## src/rtl/peak_hold_pkg.sv

```systemverilog
// rtl/peak_hold_pkg.sv - shared state encoding and default sizes for peak_hold
package peak_hold_pkg;

  typedef enum logic [1:0] {
    S_IDLE    = 2'd0,
    S_CMP_MAX = 2'd1,
    S_CMP_MIN = 2'd2,
    S_EMIT    = 2'd3
  } state_t;

  localparam int DATA_W_DEF = 4;
  localparam int WINDOW_DEF = 16;

endpackage

```

## src/rtl/peak_hold.sv

```systemverilog
// rtl/peak_hold.sv - windowed max/min tracker time-sharing one external comparator
// Optional comparator one-hot check enabled by macro PEAK_HOLD_SANITY_EN.
module peak_hold
  import peak_hold_pkg::*;
#(
  parameter int DATA_W = DATA_W_DEF,
  parameter int WINDOW = WINDOW_DEF
) (
  input  logic              clk,
  input  logic              rst_n,
  input  logic              in_valid,
  output logic              in_ready,
  input  logic [DATA_W-1:0] in_data,
  output logic [DATA_W-1:0] cmp_a,
  output logic [DATA_W-1:0] cmp_b,
  input  logic              cmp_great,
  input  logic              cmp_equal,
  input  logic              cmp_less,
  output logic              out_valid,
  input  logic              out_ready,
  output logic [DATA_W-1:0] out_max,
  output logic [DATA_W-1:0] out_min,
  output logic              cmp_err
);

  localparam int CW = $clog2(WINDOW + 1);

  state_t             r_state;
  state_t             w_next;
  logic [CW-1:0]      r_cnt;
  logic [DATA_W-1:0]  r_sample;
  logic [DATA_W-1:0]  r_max;
  logic [DATA_W-1:0]  r_min;
  logic [DATA_W-1:0]  r_out_max;
  logic [DATA_W-1:0]  r_out_min;
  logic               w_accept;
  logic               w_first;
  logic               w_last;
  logic               w_upd_max;
  logic               w_upd_min;

  assign in_ready  = rst_n && (r_state == S_IDLE);
  assign w_accept  = in_valid && in_ready;
  assign w_first   = (r_cnt == '0);
  assign w_last    = (r_cnt == CW'(WINDOW - 1));
  assign cmp_a     = r_sample;
  assign cmp_b     = (r_state == S_CMP_MIN) ? r_min : r_max;
  assign out_valid = (r_state == S_EMIT);
  assign out_max   = r_out_max;
  assign out_min   = r_out_min;

`ifdef PEAK_HOLD_SANITY_EN
  logic r_err;
  logic [1:0] w_flag_cnt;

  assign w_flag_cnt = {1'b0, cmp_great} + {1'b0, cmp_equal} + {1'b0, cmp_less};
  assign w_upd_max  = cmp_great;
  assign w_upd_min  = cmp_less;
  assign cmp_err    = r_err;

  always_ff @(posedge clk or negedge rst_n) begin
    if (!rst_n) begin
      r_err <= 1'b0;
    end else if ((r_state == S_CMP_MAX || r_state == S_CMP_MIN) && w_flag_cnt != 2'd1) begin
      r_err <= 1'b1;
    end
  end
`else
  // Equality is a no-update outcome, so it also masks a stray great/less.
  assign w_upd_max = cmp_great && !cmp_equal;
  assign w_upd_min = cmp_less && !cmp_equal;
  assign cmp_err   = 1'b0;
`endif

  always_ff @(posedge clk or negedge rst_n) begin
    if (!rst_n) begin
      r_state <= S_IDLE;
    end else begin
      r_state <= w_next;
    end
  end

  always_comb begin
    w_next = r_state;
    case (r_state)
      S_IDLE:    if (w_accept && !w_first) w_next = S_CMP_MAX;
      S_CMP_MAX: w_next = S_CMP_MIN;
      S_CMP_MIN: w_next = w_last ? S_EMIT : S_IDLE;
      S_EMIT:    if (out_ready) w_next = S_IDLE;
      default:   w_next = S_IDLE;
    endcase
  end

  always_ff @(posedge clk or negedge rst_n) begin
    if (!rst_n) begin
      r_cnt     <= '0;
      r_sample  <= '0;
      r_max     <= '0;
      r_min     <= '0;
      r_out_max <= '0;
      r_out_min <= '0;
    end else begin
      case (r_state)
        S_IDLE: begin
          if (w_accept) begin
            r_sample <= in_data;
            if (w_first) begin
              r_max <= in_data;
              r_min <= in_data;
              r_cnt <= CW'(1);
            end
          end
        end
        S_CMP_MAX: begin
          if (w_upd_max) r_max <= r_sample;
        end
        S_CMP_MIN: begin
          if (w_upd_min) r_min <= r_sample;
          r_cnt <= r_cnt + CW'(1);
          // Result registers capture the final extrema as the window closes.
          if (w_last) begin
            r_out_max <= r_max;
            r_out_min <= w_upd_min ? r_sample : r_min;
          end
        end
        S_EMIT: begin
          if (out_ready) r_cnt <= '0;
        end
        default: ;
      endcase
    end
  end

endmodule
```

## config.mk

```make
export PLATFORM = sky130hd
export DESIGN_NAME = peak_hold
export DESIGN_NICKNAME = d
export VERILOG_FILES = /design/src/rtl/peak_hold_pkg.sv /design/src/rtl/peak_hold.sv
export SDC_FILE = /design/constraint.sdc
export NUM_CORES = 1
export LEC_CHECK = 0
export CAP_MARGIN = 25
export CORE_MARGIN = 1.5
export CORE_UTILIZATION = 35
export CTS_CLUSTER_SIZE = 12
export DETAILED_ROUTE_END_ITERATION = 12
export GPL_TIMING_DRIVEN = 0
export PLACE_DENSITY = 0.67
export SYNTH_ARGS = -nofsm -noshare
export SYNTH_HDL_FRONTEND = slang
export SYNTH_SLANG_ARGS = --single-unit
```

## constraint.sdc

```tcl
create_clock -name clk -period 1.9 [get_ports clk]
set_clock_uncertainty 0.05 [all_clocks]
set_input_delay 0.19 -clock clk [delete_from_list [all_inputs] [get_ports clk]]
set_output_delay 0.19 -clock clk [all_outputs]
set_load 0.01 [all_outputs]
```

==> results.ini <==
[setup_path]
path_max_fanout=4
regToRegSetupSlack_ns=0.01
r2r_cells=5
start_kind=flip-flop
cp-end-kind=flip-flop
rr_startpoint=r_cnt[0]
cp.required_ns=2.02
path_class=flip-flop to flip-flop
arrival_ns=2.01
setup.worst_path.start=r_cnt[0]
cp-endpoint=r_max[1]
rr_endpoint=r_max[1]

[logic_synthesis]
top_area_cell=dfrtp_1
ys.flops=27
synth_adder_area_share_pct=2.639
ys_seq_share_pct=47.49
yosysWarnings=0
top_cell_area_share_pct=47.49
ys_cells=137
ys_sh_aoi_pct=12.93
synthesis.nets=151
ys_types=32
avgSynthCellArea_um2=10.38
ff_type=dfrtp_1
synthXorXnorAreaFrac_pct=0
synthMuxAreaShare_pct=12.31
edf_count=0
netlist_logic_family_top=simple AND/OR/NAND/NOR gates
common_cells=nand2_1 (32), dfrtp_1 (27), mux2_2 (12)
yosys.area_share.simple_pct=21.28
syn_area_mm2=0.001423
top_cell=nand2_1
top_cells_by_area=dfrtp_1 (47%), mux2_2 (9.5%), nand2_1 (8.4%)

[final_layout]
layout_top_cells=nand2_1 (32), dfrtp_1 (26), clkdlybuf4s50_1 (21), mux2_2 (12), buf_4 (8)
final_area_mm2=0.001946
largest-register=r_cnt
largest_register_ffs=5
fin_nets=193
area_delta_synth_final_pct=36.76
drive_above_1_share_pct=23.03

[run_status]
status=completed

[drt]
vias_per_cell=5.049
wl_met3_um=156
drc_errors=0
dr.first_iter.drc_count=74
drt-pass1-iter-count=4
wl_per_cell_um=14.76
highest_layer=met4
antenna_left=0

[cts]
cts_tree=done
clock-sinks=27
cts_buffers=3
cts_buffer_depth=2
insertion_delay_ns=0.27
cts-root-buf=clkbuf_8
hold_buffers=2
cts_setup_buffers=4
path_clk_slew_ns=0.10
cts_resized=19
h-tree-depth=1

[sta]
layout_min_cycle_time_ns=1.890
max_freq_mhz=529.1
holdWs_ns=0.4393
finalHoldViolCount=0
drv_slew=0
finalSetupTns_ns=0
setup_viol=0
tightest_slew_ns=0.5215

[pwr]
p_total_uw=2432
p_leak_uw=0.0009088
p_per_area_mw_per_mm2=1250
ir_drop_v=0.0005429

[die]
die_area_mm2=0.004456
boundaryPins=30
rows=22
dieHeight_um=66.76
die_w_um=66.76
coreArea_mm2=0.003771

[global_routing]
grtUsageMet1_pct=19.68
grt_pass1_wl_um=5340
grtUsageTotal_pct=16.02
first_global_vias=1146
grt_max_degree=19
grtUsageMet2_pct=28.38
busiest_layer=met2
antenna_found_initial=0

[hold_path]
hp-start=out_min[3]
worstHoldEndpoint=out_min[3]
hold_class=flip-flop to flip-flop

[place]
io_buffers=28
dp_slack_ns=-0.5721
hpwlAfterDp_um=2413
gp_congestion=0.8008
placedCellCount=214

[job]
max_cap_violations=0

-- critical path, cell delays in order (launching register included) --
cell,delay (ns)
dfrtp_2,0.45
inv_1,0.06
ha_1,0.16
or4b_4,0.51
o32ai_4,0.18
mux2_2,0.38
-- layout make-up --
cell class                 count  area [um^2]  area share [%]
sequential                    27        676.9           34.79
multi-input combinational    100        719.4           36.98
inverter                       4        15.01          0.7717
timing repair buffer          37        374.1           19.23
tap                           48        60.06           3.087
clock inverter                 1        7.507          0.3859
clock buffer                   3        41.29           2.122
buffer                         6        51.30           2.637
-- power breakdown --
group / switching, uW / internal, uW / leakage, uW
clock network: 182 / 149 / 0.0000217
logic: 488 / 625 / 0.000563
registers: 205 / 783 / 0.000324
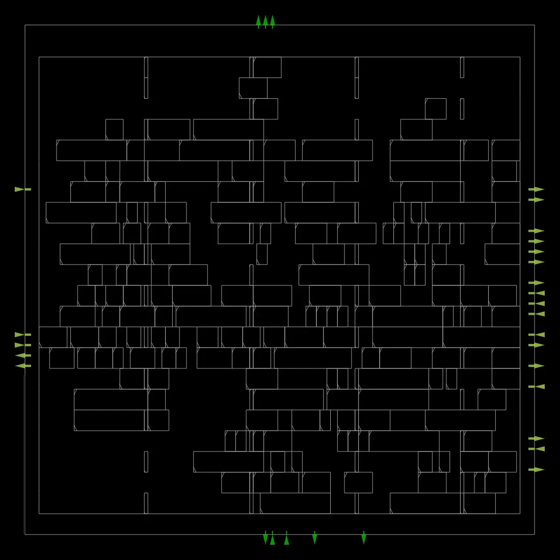
(images/placement.png)
flop share of the area: 34.79%
fin cells: 226
Final Core Density: 51.59%
fillcell total: 345

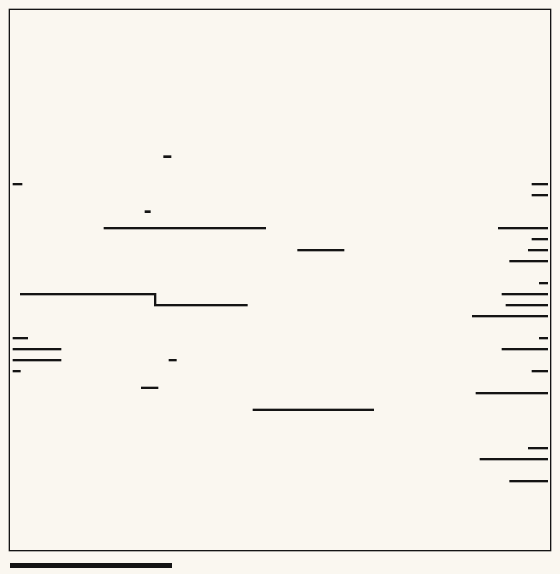
(images/layer_met3.png)
The bar under the picture is 20 um long.
wire length on this layer: 157 um
share of all routed wire: 4.7%
Via Count: 1141
DRT Wirelength: 3336 um
grt met3 use: 3.716%

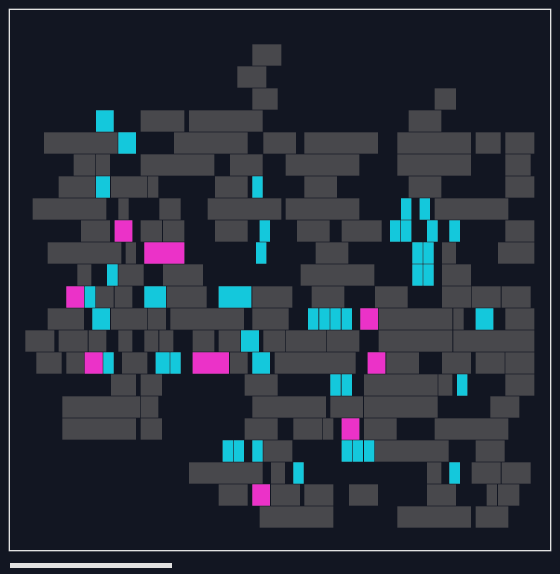
(images/logic_types.png)
The bar under the picture is 20 um long.
| colour | family | cells | most used |
|---|---|---|---|
| magenta | AND and OR gates | 9 | or3_1 |
| cyan | NAND gates | 42 | nand2_1 |
Top cell excl fill/tap: nand2_1
combinational share of cell area: 36.98%

Power is estimated from default activity; no workload was simulated.
